**Clock routing**

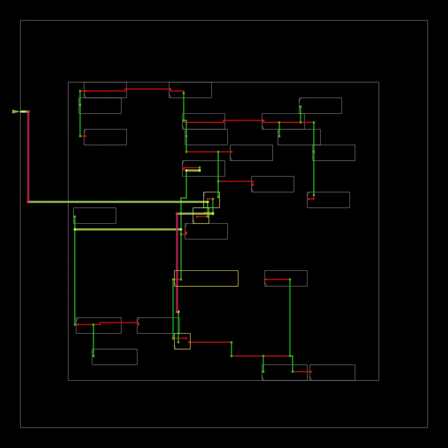
**Clock network drawn from the DEF**

Scale bar: 20 µm.
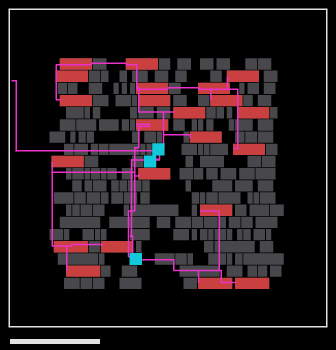
**Wiring by layer**

Scale bar: 20 µm. Only two layers are drawn.
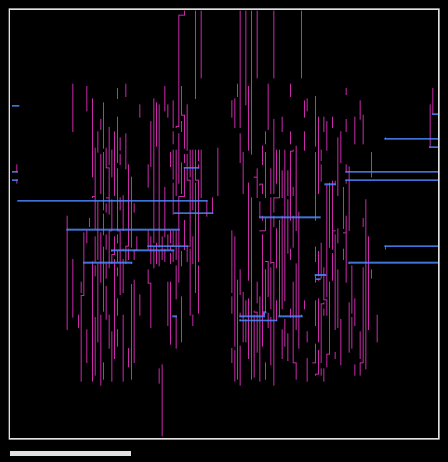
$ cat src/rtl/hd_xcvr_pkg.sv
// Shared state encoding and constants for the half-duplex transceiver controller.
// Optional echo checking is enabled by defining HD_XCVR_ECHO_CHECK_EN.
package hd_xcvr_pkg;

  typedef logic [2:0] hd_xcvr_state_e;

  localparam hd_xcvr_state_e StIdle    = 3'd0;
  localparam hd_xcvr_state_e StRx      = 3'd1;
  localparam hd_xcvr_state_e StTxSetup = 3'd2;
  localparam hd_xcvr_state_e StTx      = 3'd3;
  localparam hd_xcvr_state_e StTxHold  = 3'd4;
  localparam hd_xcvr_state_e StTurn    = 3'd5;

  localparam logic IdleLevel = 1'b1;

  function automatic int unsigned max_u(input int unsigned a, input int unsigned b);
    return (a > b) ? a : b;
  endfunction

endpackage

$ cat src/rtl/hd_xcvr_chan.sv
// One transceiver channel: turnaround FSM, delay counter and registered pin outputs.
// HD_XCVR_ECHO_CHECK_EN adds a loopback comparator and sticky echo_err_o.
module hd_xcvr_chan
  import hd_xcvr_pkg::*;
#(
  parameter int unsigned SwitchCycles = 5,
  parameter int unsigned TxEndCycles  = 5
) (
  input  logic clk_i,
  input  logic rst_i,
  input  logic tx_i,
  input  logic tx_enable_i,
  input  logic rx_enable_i,
  input  logic ro_i,
  output logic rx_o,
  output logic tx_active_o,
  output logic di_o,
  output logic de_o,
  output logic ren_o
`ifdef HD_XCVR_ECHO_CHECK_EN
  ,
  output logic echo_err_o
`endif
);

  localparam int unsigned SwEff    = (SwitchCycles == 0) ? 1 : SwitchCycles;
  localparam int unsigned EndEff   = (TxEndCycles == 0) ? 1 : TxEndCycles;
  localparam int unsigned CntWidth = $clog2(max_u(SwEff, EndEff) + 1);
  localparam logic [CntWidth-1:0] SwLoad  = CntWidth'(SwEff - 1);
  localparam logic [CntWidth-1:0] EndLoad = CntWidth'(EndEff - 1);

  hd_xcvr_state_e state_q, state_d;
  logic [CntWidth-1:0] cnt_q, cnt_d;
  logic rx_d, act_d, di_d, de_d, ren_d;

  always_comb begin
    state_d = state_q;
    cnt_d   = cnt_q;
    case (state_q)
      StIdle: begin
        if (tx_enable_i) begin
          state_d = StTxSetup;
          cnt_d   = SwLoad;
        end else if (rx_enable_i) begin
          state_d = StRx;
        end
      end
      StRx: begin
        if (tx_enable_i) begin
          state_d = StTxSetup;
          cnt_d   = SwLoad;
        end else if (!rx_enable_i) begin
          state_d = StIdle;
        end
      end
      StTxSetup: begin
        if (!tx_enable_i) begin
          state_d = StTxHold;
          cnt_d   = EndLoad;
        end else if (cnt_q == '0) begin
          state_d = StTx;
        end else begin
          cnt_d = cnt_q - 1'b1;
        end
      end
      StTx: begin
        if (!tx_enable_i) begin
          state_d = StTxHold;
          cnt_d   = EndLoad;
        end
      end
      StTxHold: begin
        if (tx_enable_i) begin
          state_d = StTx;
        end else if (cnt_q == '0) begin
          state_d = StTurn;
          cnt_d   = SwLoad;
        end else begin
          cnt_d = cnt_q - 1'b1;
        end
      end
      StTurn: begin
        // tx_enable_i is deliberately ignored until the bus has settled
        if (cnt_q == '0) begin
          state_d = StIdle;
        end else begin
          cnt_d = cnt_q - 1'b1;
        end
      end
      default: begin
        state_d = StIdle;
        cnt_d   = '0;
      end
    endcase
  end

  // Outputs are decoded from the next state so pins change on the same edge as the state
  always_comb begin
    de_d  = (state_d == StTxSetup) || (state_d == StTx) || (state_d == StTxHold);
    act_d = (state_d == StTx);
`ifdef HD_XCVR_ECHO_CHECK_EN
    ren_d = !((state_d == StRx) || (state_d == StTx));
`else
    ren_d = (state_d != StRx);
`endif
    rx_d  = (state_d == StRx) ? ro_i : IdleLevel;
    di_d  = (state_d == StTx) ? tx_i : IdleLevel;
  end

  always_ff @(posedge clk_i) begin
    if (rst_i) begin
      state_q     <= StIdle;
      cnt_q       <= '0;
      de_o        <= 1'b0;
      ren_o       <= 1'b1;
      di_o        <= IdleLevel;
      rx_o        <= IdleLevel;
      tx_active_o <= 1'b0;
    end else begin
      state_q     <= state_d;
      cnt_q       <= cnt_d;
      de_o        <= de_d;
      ren_o       <= ren_d;
      di_o        <= di_d;
      rx_o        <= rx_d;
      tx_active_o <= act_d;
    end
  end

`ifdef HD_XCVR_ECHO_CHECK_EN
  logic di_d1_q, di_d2_q, act_d1_q, act_d2_q, err_d;
  logic start_tx;

  assign start_tx = (state_q == StIdle) && (state_d == StTxSetup);

  // Compare only while the receiver is live now and the delayed bit was driven in TX
  always_comb begin
    err_d = echo_err_o;
    if (tx_active_o && act_d2_q && (ro_i != di_d2_q)) begin
      err_d = 1'b1;
    end
    if (start_tx) begin
      err_d = 1'b0;
    end
  end

  always_ff @(posedge clk_i) begin
    if (rst_i) begin
      di_d1_q    <= IdleLevel;
      di_d2_q    <= IdleLevel;
      act_d1_q   <= 1'b0;
      act_d2_q   <= 1'b0;
      echo_err_o <= 1'b0;
    end else begin
      di_d1_q    <= di_o;
      di_d2_q    <= di_d1_q;
      act_d1_q   <= tx_active_o;
      act_d2_q   <= act_d1_q;
      echo_err_o <= err_d;
    end
  end
`endif

endmodule

$ cat src/rtl/hd_xcvr_ctrl.sv
// Multi-channel half-duplex RS-485 direction controller; slices vectors onto per-channel FSMs.
// Define HD_XCVR_ECHO_CHECK_EN to add per-channel echo_err_o loopback checking.
module hd_xcvr_ctrl
  import hd_xcvr_pkg::*;
#(
  parameter int unsigned NumChannels  = 2,
  parameter int unsigned SwitchCycles = 5,
  parameter int unsigned TxEndCycles  = 5
) (
  input  logic                   clk_i,
  input  logic                   rst_i,
  input  logic [NumChannels-1:0] tx_i,
  input  logic [NumChannels-1:0] tx_enable_i,
  input  logic [NumChannels-1:0] rx_enable_i,
  output logic [NumChannels-1:0] rx_o,
  output logic [NumChannels-1:0] tx_active_o,
  output logic [NumChannels-1:0] di_o,
  output logic [NumChannels-1:0] de_o,
  output logic [NumChannels-1:0] ren_o,
  input  logic [NumChannels-1:0] ro_i
`ifdef HD_XCVR_ECHO_CHECK_EN
  ,
  output logic [NumChannels-1:0] echo_err_o
`endif
);

  for (genvar g = 0; g < NumChannels; g++) begin : gen_chan
    hd_xcvr_chan #(
      .SwitchCycles(SwitchCycles),
      .TxEndCycles (TxEndCycles)
    ) u_chan (
      .clk_i      (clk_i),
      .rst_i      (rst_i),
      .tx_i       (tx_i[g]),
      .tx_enable_i(tx_enable_i[g]),
      .rx_enable_i(rx_enable_i[g]),
      .ro_i       (ro_i[g]),
      .rx_o       (rx_o[g]),
      .tx_active_o(tx_active_o[g]),
      .di_o       (di_o[g]),
      .de_o       (de_o[g]),
`ifdef HD_XCVR_ECHO_CHECK_EN
      .ren_o      (ren_o[g]),
      .echo_err_o (echo_err_o[g])
`else
      .ren_o      (ren_o[g])
`endif
    );
  end

endmodule

$ cat config.mk
export PLATFORM = sky130hd
export DESIGN_NAME = hd_xcvr_ctrl
export DESIGN_NICKNAME = d
export VERILOG_FILES = /design/src/rtl/hd_xcvr_pkg.sv /design/src/rtl/hd_xcvr_chan.sv /design/src/rtl/hd_xcvr_ctrl.sv
export SDC_FILE = /design/constraint.sdc
export NUM_CORES = 1
export LEC_CHECK = 0
export CORE_MARGIN = 8
export CORE_UTILIZATION = 49
export CTS_CLUSTER_DIAMETER = 120
export CTS_CLUSTER_SIZE = 25
export DETAILED_ROUTE_END_ITERATION = 8
export GPL_TIMING_DRIVEN = 0
export PLACE_DENSITY = 0.75
export SETUP_SLACK_MARGIN = 0.3
export SLEW_MARGIN = 20
export SYNTH_ARGS = -nofsm -noshare
export SYNTH_HDL_FRONTEND = slang
export SYNTH_SLANG_ARGS = --single-unit
$ cat constraint.sdc
create_clock -name clk_i -period 1.9 [get_ports clk_i]
set_clock_uncertainty 0.2 [all_clocks]
set_input_delay 0.285 -clock clk_i [delete_from_list [all_inputs] [get_ports clk_i]]
set_output_delay 0.285 -clock clk_i [all_outputs]
set_load 0.01 [all_outputs]
==> flow_summary_export.csv <==
group,metric,value,unit
global_routing,grt_pass1_vias,1265,
synthesis,top_area_share,30.2,%
global_routing,use_met3,3.07,%
worst_hold_path,holdPathEnd,"gen_chan[0].u_chan.cnt_q[0]$_SDFFE_PP0P_",
global_routing,grt_pass1_wl,5810,µm
finish,n_all_buffers,49,
synthesis,synth_cell_types,48,
timing,tightest_slew,0.257,ns
synthesis,flop_cell,"dfxtp_1",
finish,inverters_excl_clock,15,
synthesis,ys.flops,22,
cts,cts_hold_buffers,1,
die,fp_util,52.4,%
pwr,p_leak,0.000819,µW
finish,layout.nonclk_buf_share,20.9,%
synthesis,syn_avg_cell_area,8.33,µm²
setup_path,crit_path_start_kind,"register",
die,die-height,70.5,µm
synthesis,ys_sh_mux,0,%
synthesis,synth_area_leader_cell,"dfxtp_1",
finish,most-common-layout-cells,"buf_4 (21), dfxtp_1 (18), nand2_1 (15)",
setup_path,cp_max_fo,6,
synthesis,yosys.cell_count.top_type,"dfxtp_1",
synthesis,syn_area,1460,µm²
setup_path,crit_path_end_kind,"register",
timing,finalMaxSlewViolations,0,
finish,reg_top3,"gen_chan.u_chan.cnt_q: 6 flops, gen_chan.u_chan.state_q: 6 flops",
finish,logic_area,946,µm²
finish,syn_to_final_growth,33.9,%
synthesis,synthTopCellsByArea,"dfxtp_1 (30%), ha_1 (6.9%), buf_4 (6.7%)",
timing,post-route-min-period,1.69,ns
route,detail-route-antenna-nets,0,
synthesis,ys_sh_simple,27.2,%
route,drt_iter0_markers,43,
timing,fmax,592,MHz
place,placed_cell_area,1730,µm²
place,gp_congestion,0.814,
die,nWellTaps,31,
finish,comb_share,48.5,%
timing,grt_setup_unrepaired,"yes",
cts,tritoncts,"yes",
route,drcViolationCount,0,
global_routing,grt_util_met1,14.9,%
setup_path,critical_path_arrival,1.75,ns
setup_path,r2r-start,"gen_chan[1].u_chan.cnt_q[0]$_SDFFE_PP0P_",
synthesis,ys_warn_count,0,
route,top_layer,"met4",
cts,cts_root_buffer,"clkbuf_4",
finish,post_route_cells_drive_above_1_share,37.0,%
setup_path,r2r_cells,8,
timing,setup_violations,0,
route,dr.pass1.iters,4,
synthesis,edf_count,0,
cts,clkTransAtPathRegs,0.14,ns
finish,antenna_cells,0,
synthesis,synthArstFlopShare,0,%
synthesis,synth_chip_area,1460,µm²
global_routing,top_usage_layer,"met2",
finish,clk_share,2.69,%
cts,postCtsSetupBuffers,7,
pwr,peakVddDrop,0.562,mV
worst_hold_path,min-delay-start,"gen_chan[0].u_chan.cnt_q[0]$_SDFFE_PP0P_",
timing,slew_headroom,82.7,%
die,core,2780,µm²
timing,finalClockPeriodUsage,88.9,%
run,warnings,31,
finish,nFillCells,237,
synthesis,topCombFamilyByArea,"simple AND/OR/NAND/NOR gates",
finish,finalNonFillerCells,239,
route,m1WireLength,1390,µm
setup_path,required,1.96,ns
die,die_area,4980,µm²
global_routing,grt_max_degree,14,
finish,seq_share,22.8,%
setup_path,r2r_slack,0.21,ns
global_routing,antenna_found_initial,0,
route,dr_wl_met2,1920,µm
finish,fin_area,1950,µm²
finish,clockBufferCount,3,
place,numPortBuffers,18,
timing,hold_viol,0,
cts,cts_num_sinks,22,
die,num_io_pins,20,
synthesis,synthAdderAreaFrac,6.87,%
synthesis,postSynthSeqShare,30.2,%
worst_hold_path,holdCritPathClass,"reg2reg",
synthesis,yosys_cells,175,
setup_path,r2r_end,"gen_chan[1].u_chan.state_q[0]$_SDFF_PP0_",
finish,logic_gate_count,118,
synthesis,syn_inst,175,
route,met3_length,175,µm
global_routing,overflow,0,
global_routing,met2_usage,26.2,%
place,dp.cells,224,
die,dieWidth,70.5,µm
die,rows,19,
cts,cts_resized,26,
synthesis,syn-num-nets,193,
cts,cts_max_path_buffers,2,
finish,area_dominant_class,"combinational gates",
setup_path,worstSetupPathType,"reg2reg",
finish,layout.nets,227,
finish,seq_area,445,µm²
worst_hold_path,hold_depth,2,
pwr,p_per_area,643,nW/µm²
run,drv_cap,0,
synthesis,ys_top_cells_by_count,"dfxtp_1 (22), inv_1 (15), nand2_1 (15)",
route,vias_per_cell,5.62,
place,hpwlAfterDp,2490,µm
synthesis,ys_sh_xor,0,%
finish,layout_top_cell,"buf_4",
run_status,status,"complete, no violations",
cts,h-tree-depth,1,
synthesis,compound_area_share,21.7,%
Notes on 'clock routing' above:
TritonCTS buffer count: 3
Clock group: 371 µW
seq_cells: 22
clk_lat worst skew: 0.32 ns

Notes on 'clock network drawn from the DEF' above:
[flip-flops] red | count: 22
[clock wires] magenta | length: 331 µm
[cells driving clock nets] cyan | count: 3
routed clock nets	4
clock network power share: 29.6%

Notes on 'wiring by layer' above:
layer	color	wire length
met3	blue	176 µm
met2	magenta	1920 µm
gr usage total: 13.8%
vias: 1343
final wirelength: 3550 µm
routed wire length per instance: 14.8 µm

## critical path: stages (launching register included)
cell     delay (ns)
dfxtp_2        0.36
inv_2          0.05
ha_4           0.16
ha_4           0.18
buf_4          0.16
nor3b_4        0.18
o22ai_2        0.09
o21ai_2        0.10
nor2b_1        0.15
## through the flow
step	util (%)	power [µW]	hold WS, ns	worst slack (ns)	setup TNS [ns]
3_5_place_dp	62.3	834	0.251	-0.132	-0.398
6_report	70.2	1250	0.323	0.210	0
2_1_floorplan	-	743	0.190	0.272	0
5_1_grt	70.2	1320	0.343	0.136	0
4_1_cts	68.0	1240	0.271	0.223	0
3_3_place_gp	62.3	817	0.250	-0.0308	-0.0547
## power by group
part / internal (µW) / switching, µW / total (µW)
Clock: 213 / 158 / 371
Sequential: 487 / 14.6 / 502
Combinational: 193 / 188 / 381
## worst max path at each step
| stage | startpoint | slack (ns) | endpoint |
|---|---|---|---|
| after floorplan | gen_chan[1].u_chan.cnt_q[0]$_SDFFE_PP0P_ | 0.27 | gen_chan[1].u_chan.cnt_q[0]$_SDFFE_PP0P_ |
| after global placement | tx_enable_i[0] | -0.03 | gen_chan[0].u_chan.tx_active_o$_SDFF_PP0_ |
| after detailed placement | tx_enable_i[1] | -0.13 | gen_chan[1].u_chan.cnt_q[1]$_SDFFE_PP0P_ |
| after CTS | gen_chan[1].u_chan.cnt_q[1]$_SDFFE_PP0P_ | 0.22 | gen_chan[1].u_chan.cnt_q[0]$_SDFFE_PP0P_ |
| after global routing | gen_chan[1].u_chan.cnt_q[1]$_SDFFE_PP0P_ | 0.14 | gen_chan[1].u_chan.cnt_q[0]$_SDFFE_PP0P_ |
| final | gen_chan[1].u_chan.cnt_q[0]$_SDFFE_PP0P_ | 0.21 | gen_chan[1].u_chan.state_q[0]$_SDFF_PP0_ |
Power and IR drop assume default switching activity.
